**config.mk**
```make
export PLATFORM = sky130hd
export DESIGN_NAME = alu_arbiter
export DESIGN_NICKNAME = d
export VERILOG_FILES = /design/src/rtl/alu_arbiter.sv
export SDC_FILE = /design/constraint.sdc
export NUM_CORES = 1
export LEC_CHECK = 0
export ABC_AREA = 1
export CAP_MARGIN = 40
export CORE_AREA = 2 2 170 89
export DETAILED_ROUTE_END_ITERATION = 10
export DIE_AREA = 0 0 172 91
export GPL_ROUTABILITY_DRIVEN = 0
export GPL_TIMING_DRIVEN = 0
export PLACE_DENSITY_LB_ADDON = 0.1
export SETUP_SLACK_MARGIN = 0.05
export SYNTH_ARGS = -nofsm -noshare
export SYNTH_HDL_FRONTEND = slang
export SYNTH_SLANG_ARGS = --single-unit
```
**constraint.sdc**
```tcl
create_clock -name clk -period 1.4 [get_ports clk]
set_clock_uncertainty 0.05 [all_clocks]
set_input_delay 0.14 -clock clk [delete_from_list [all_inputs] [get_ports clk]]
set_output_delay 0.14 -clock clk [all_outputs]
set_load 0.005 [all_outputs]
```
**src/rtl/alu_arbiter.sv**
```systemverilog
// alu_arbiter
//   Shares one combinational ALU between NUM_REQ requesters. A round-robin
//   arbiter picks one request in IDLE, registers its operands towards the ALU
//   (EXEC), registers the ALU result/zero flag (RESP) and holds the tagged
//   response until the consumer takes it. Only one operation is in flight.
//
// Ports
//   clk, rst_n            clock, asynchronous active-low reset
//   req_valid/req_ready   per-requester handshake (ready is one-hot or zero)
//   req_op/op1/op2/branch packed request payloads, requester i at [i*W +: W]
//   alu_op/op1/op2/branch registered operands driven to the ALU
//   alu_result/alu_zero   combinational ALU outputs
//   rsp_valid/rsp_ready   response handshake
//   rsp_id/result/zero    registered response (owner index, result, flag)
//
// Optional build macro ALU_ARB_STATS_EN adds stat_grants: one saturating
// 16-bit accept counter per requester.
module alu_arbiter #(
  parameter int NUM_REQ = 2,
  parameter int ID_W    = 1,
  parameter int OP_W    = 4,
  parameter int DATA_W  = 32
) (
  input  logic                      clk,
  input  logic                      rst_n,
  input  logic [NUM_REQ-1:0]        req_valid,
  output logic [NUM_REQ-1:0]        req_ready,
  input  logic [NUM_REQ*OP_W-1:0]   req_op,
  input  logic [NUM_REQ*DATA_W-1:0] req_op1,
  input  logic [NUM_REQ*DATA_W-1:0] req_op2,
  input  logic [NUM_REQ*3-1:0]      req_branch,
  output logic [OP_W-1:0]           alu_op,
  output logic [DATA_W-1:0]         alu_op1,
  output logic [DATA_W-1:0]         alu_op2,
  output logic [2:0]                alu_branch,
  input  logic [DATA_W-1:0]         alu_result,
  input  logic                      alu_zero,
  output logic                      rsp_valid,
  input  logic                      rsp_ready,
  output logic [ID_W-1:0]           rsp_id,
  output logic [DATA_W-1:0]         rsp_result,
  output logic                      rsp_zero
`ifdef ALU_ARB_STATS_EN
  ,
  output logic [NUM_REQ*16-1:0]     stat_grants
`endif
);

  typedef enum logic [1:0] {IDLE, EXEC, RESP} state_t;

  state_t              state_q;
  logic [ID_W-1:0]     last_q;
  logic [OP_W-1:0]     alu_op_q;
  logic [DATA_W-1:0]   alu_op1_q;
  logic [DATA_W-1:0]   alu_op2_q;
  logic [2:0]          alu_branch_q;
  logic                rsp_valid_q;
  logic [ID_W-1:0]     rsp_id_q;
  logic [DATA_W-1:0]   rsp_result_q;
  logic                rsp_zero_q;

  // Unpacked views of the request payloads.
  logic [OP_W-1:0]   op_a   [NUM_REQ];
  logic [DATA_W-1:0] op1_a  [NUM_REQ];
  logic [DATA_W-1:0] op2_a  [NUM_REQ];
  logic [2:0]        br_a   [NUM_REQ];

  for (genvar gi = 0; gi < NUM_REQ; gi++) begin : g_unpack
    assign op_a[gi]  = req_op[gi*OP_W +: OP_W];
    assign op1_a[gi] = req_op1[gi*DATA_W +: DATA_W];
    assign op2_a[gi] = req_op2[gi*DATA_W +: DATA_W];
    assign br_a[gi]  = req_branch[gi*3 +: 3];
  end

  // Round-robin search starting just after the last granted requester.
  logic [NUM_REQ-1:0] grant_d;
  logic [ID_W-1:0]    win_idx_d;
  logic               win_found_d;

  always_comb begin
    grant_d     = '0;
    win_idx_d   = '0;
    win_found_d = 1'b0;
    for (int k = 1; k <= NUM_REQ; k++) begin
      if (!win_found_d && req_valid[(int'(last_q) + k) % NUM_REQ]) begin
        win_found_d = 1'b1;
        win_idx_d   = ID_W'((int'(last_q) + k) % NUM_REQ);
        grant_d[(int'(last_q) + k) % NUM_REQ] = 1'b1;
      end
    end
  end

  // Ready is gated by rst_n so nothing is offered while reset is held.
  assign req_ready = (state_q == IDLE && rst_n) ? grant_d : '0;

  always_ff @(posedge clk or negedge rst_n) begin
    if (!rst_n) begin
      state_q      <= IDLE;
      last_q       <= ID_W'(NUM_REQ - 1);
      alu_op_q     <= '0;
      alu_op1_q    <= '0;
      alu_op2_q    <= '0;
      alu_branch_q <= '0;
      rsp_valid_q  <= 1'b0;
      rsp_id_q     <= '0;
      rsp_result_q <= '0;
      rsp_zero_q   <= 1'b0;
    end else begin
      case (state_q)
        IDLE: begin
          if (win_found_d) begin
            alu_op_q     <= op_a[win_idx_d];
            alu_op1_q    <= op1_a[win_idx_d];
            alu_op2_q    <= op2_a[win_idx_d];
            alu_branch_q <= br_a[win_idx_d];
            last_q       <= win_idx_d;
            state_q      <= EXEC;
          end
        end
        EXEC: begin
          // last_q still names the owner of the operation in flight.
          rsp_result_q <= alu_result;
          rsp_zero_q   <= alu_zero;
          rsp_id_q     <= last_q;
          rsp_valid_q  <= 1'b1;
          state_q      <= RESP;
        end
        RESP: begin
          if (rsp_ready) begin
            rsp_valid_q <= 1'b0;
            state_q     <= IDLE;
          end
        end
        default: state_q <= IDLE;
      endcase
    end
  end

  assign alu_op     = alu_op_q;
  assign alu_op1    = alu_op1_q;
  assign alu_op2    = alu_op2_q;
  assign alu_branch = alu_branch_q;
  assign rsp_valid  = rsp_valid_q;
  assign rsp_id     = rsp_id_q;
  assign rsp_result = rsp_result_q;
  assign rsp_zero   = rsp_zero_q;

`ifdef ALU_ARB_STATS_EN
  for (genvar gi = 0; gi < NUM_REQ; gi++) begin : g_stat
    logic [15:0] cnt_q;
    always_ff @(posedge clk or negedge rst_n) begin
      if (!rst_n) begin
        cnt_q <= '0;
      end else if (req_valid[gi] && req_ready[gi] && cnt_q != 16'hFFFF) begin
        cnt_q <= cnt_q + 16'd1;
      end
    end
    assign stat_grants[gi*16 +: 16] = cnt_q;
  end
`endif

endmodule
```
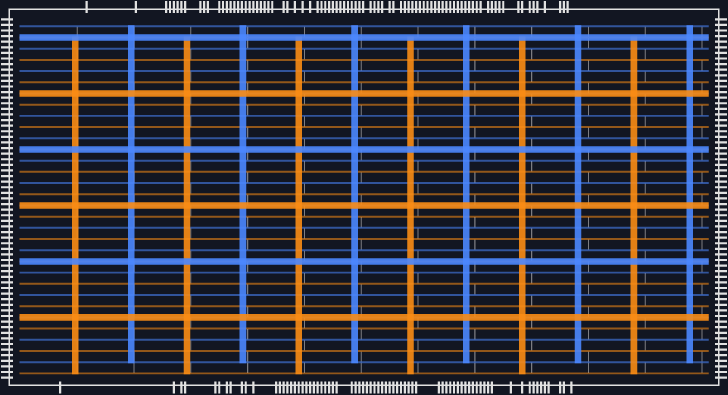
*Power grid*
Pins as bars on the die edge. Tap cells in gray.
blue -> VDD
orange -> VSS
rows = 31
met5 straps = 6
signal pins = 288
met4 straps = 12

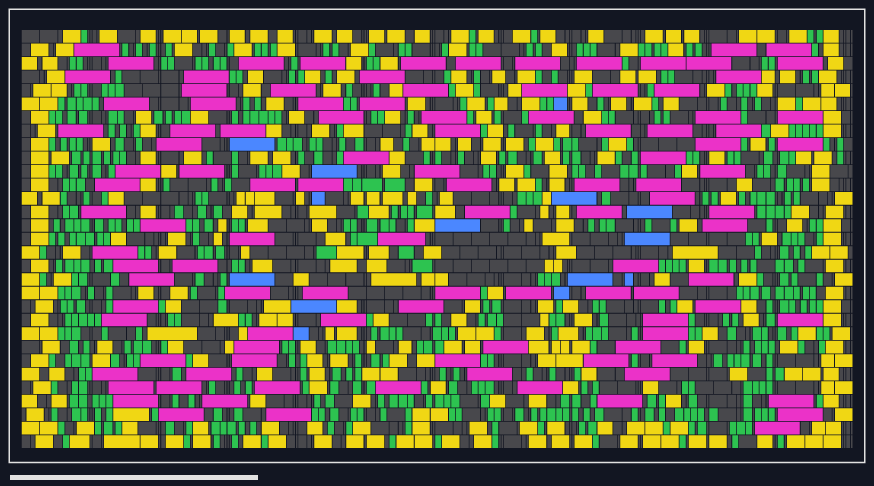
*Placement by cell class*
Scale bar: 50 µm. Fill, decap, tap and diode cells in gray.
green -> combinational and other logic  # cells 622
blue -> clock drivers and dummy loads  # cells 14
yellow -> other buffers and delay cells  # cells 353
magenta -> flops  # cells 109

==> Changelog: implementation <==
### Changed

* Synth warn at 0
* Clock Sink Count at approximately 110
* Chip Height at between 90 and 100 µm
* Buffers & Inverters on Critical Path at 2
* Core region area at ~14,000 µm²
* Clock root buffer: clkbuf_16
* Pre-antenna DRT Iters at 4
* Setup crit end: req_ready[1]
* First-pass GRT wire length at approximately 29 mm
* Final tally of hold violations at between 50 and 60
* Critical Path RT at ~1.2 ns
* Slew Limit Fails at 0
* Most Crowded Layer GR: met2
* Worst Hold Margin at -0.270 ns
* Setup violators final at 3
* GR Layer Usage met2 at 38.0%
* Crit Path Category: flop to output port
* Yosys top cell by area: dfrtp_1
* Failing checks: hold timing, setup timing
* Crit-path cells: nand2_4, nand2_4, buf_8, nor2_4, buf_6
* RSZ-0062 raised after global routing: true
* Layout cell share with drive strength beyond 1 at 8.65%
* YS chip area at about 5500 µm²
* Vias at 5,715
* CP Capture Type: output port
* Worst Max-Slew Pin Slew at 0.436 ns
* TritonCTS Buffers at 9
* Met3 Use GR at under 10%
* Worst path top cell family by delay: flip-flops
* Post-Synth AOI/OAI Area at 0.521%
* Power density over the cells at roughly 1700 nW/µm²
* Final WL at roughly 18 mm
* Max_cap viols at 0
* Slew HR at 70.9%
* Cell area leaders: dfrtp_1 49%, nand2_1 22%, nand3_1 13%
* Status: finished with violations
* Mean Syn Cell Area at ~7.1 µm²
* Distinct cells, synth at 16
* CP max FO at 2
* Post-route worst setup slack at -0.0776 ns
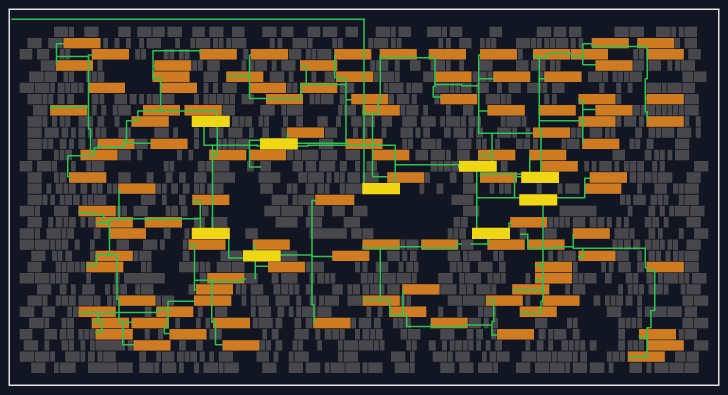
*Clock network drawn from the DEF*
yellow -> clock drivers  # count 9
green -> clock wires  # length 1,310 µm
orange -> flip-flops  # count 109
routed clock nets = 10
P_clk: 2.35 mW
Clk pwr share: 14.7%
Late-Pin Clk Latency: 0.33 ns

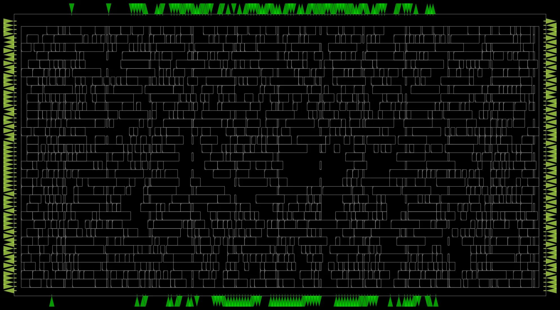
*Cell placement*
Seq/total area: 29.7%
final core area utilization: 65.1%
FF+latch count: 109
site row count: 31

## Yosys cell counts, drive strengths merged
| cell type | n |
|---|---|
| nand3 | 143 |
| dfrtp | 108 |
| nor2 | 6 |
| buf | 35 |
| clkbuf | 7 |
| nand2 | 321 |
| inv | 147 |
| dfstp | 1 |
| o21ai | 5 |
## worst min-delay path by stage
stage	from	to	slack [ns]
finish	rst_n	alu_op2[26]	-0.27
global route	rst_n	alu_op2[26]	-0.27
CTS	rst_n	alu_op2[26]	-0.42
detailed placement	rst_n	alu_op2[26]	-0.04
global placement	rsp_zero	rsp_zero	0.40
floorplan	rst_n	alu_branch[0]	-0.21
## per-stage QoR
stage,power [mW],setup TNS [ns],cell area [µm²],hold slack (ns),utilization [%]
2_1_floorplan,9.10,0,5530,-0.206,-
3_3_place_gp,13.9,-490.94,8650,0.404,61.2
3_5_place_dp,14.0,-28.31,8680,-0.0449,61.4
4_1_cts,15.8,-1.02,9000,-0.415,63.8
5_1_grt,17.3,-4.22,9190,-0.270,65.1
6_report,16.0,-0.166,9190,-0.270,65.1
## state kept, by name, indices dropped and copies added, names as in the netlist, named ones only
signal,flops
rsp_valid,1
alu_op1,32
rsp_id,1
alu_op,4
rsp_zero,1
state_q,2
alu_branch,3
rsp_result,32
alu_op2,32
## routing by layer
| layer | share of wire (%) | up-vias |
|---|---|---|
| met5 | 0 | - |
| met4 | 0.78 | 0 |
| met3 | 9.6 | 10 |
| met2 | 45 | 182 |
| met1 | 45 | 2576 |
| li1 | - | 2947 |
## layout make-up
type / instances / area, µm²
Tap cell: 198 / 248
Timing Repair Buffer: 311 / 3020
Buffer: 42 / 359
Clock buffer: 9 / 225
Inverter: 147 / 552
Sequential cell: 109 / 2730
Multi-Input combinational cell: 475 / 2020
Clock inverter: 5 / 37.5
Fill cell: 1334 / 4930
## cell families (layout without fill, tap and decap cells)
kind of cell,after synthesis,count (layout)
AND-OR/OR-AND,5,5
AND/OR/NAND/NOR,470,470
buffers and inverters,189,514
flip-flops,109,109
## repair_timing
| action | CTS | global route |
|---|---|---|
| gates resized | 140 | 32 |
| gates cloned | 0 | 2 |
| endpoints found under the setup margin | 210 | 97 |
| pin swaps | 3 | 5 |
| hold endpoints to repair | 108 | 86 |
| buffers inserted | 17 | 2 |
## tightest hold or removal path, stage by stage
cell and delay [ns]:
buf_6 0.08, buf_12 0.09, buf_12 0.17
## power by group
part / internal (mW) / switching (mW) / total, mW
clock network: 1.20 / 1.15 / 2.35
logic: 4.00 / 4.12 / 8.12
registers: 4.75 / 0.764 / 5.52
total: 9.95 / 6.03 / 16.0
## cell usage in the layout, fill, tap and decap left out
cell               n
buf_6             17
clkbuf_4           6
clkinv_2           1
clkbuf_16         11
inv_2              2
clkbuf_8           1
dfrtp_1          108
buf_12             2
clkinvlp_4         2
nand2_2            1
o21ai_0            3
nand3_1          143
nand2_1          318
buf_16             1
inv_6              2
buf_2             19
dfstp_2            1
clkdlybuf4s50_1  178
buf_8              7
nand2_4            2
inv_1            145
dlygate4sd2_1    106
o21ai_2            2
nor2_2             1
nor2_1             2
nor2_4             3
buf_4             14
Power figures rest on the tool's default switching activity, not on a simulated workload.
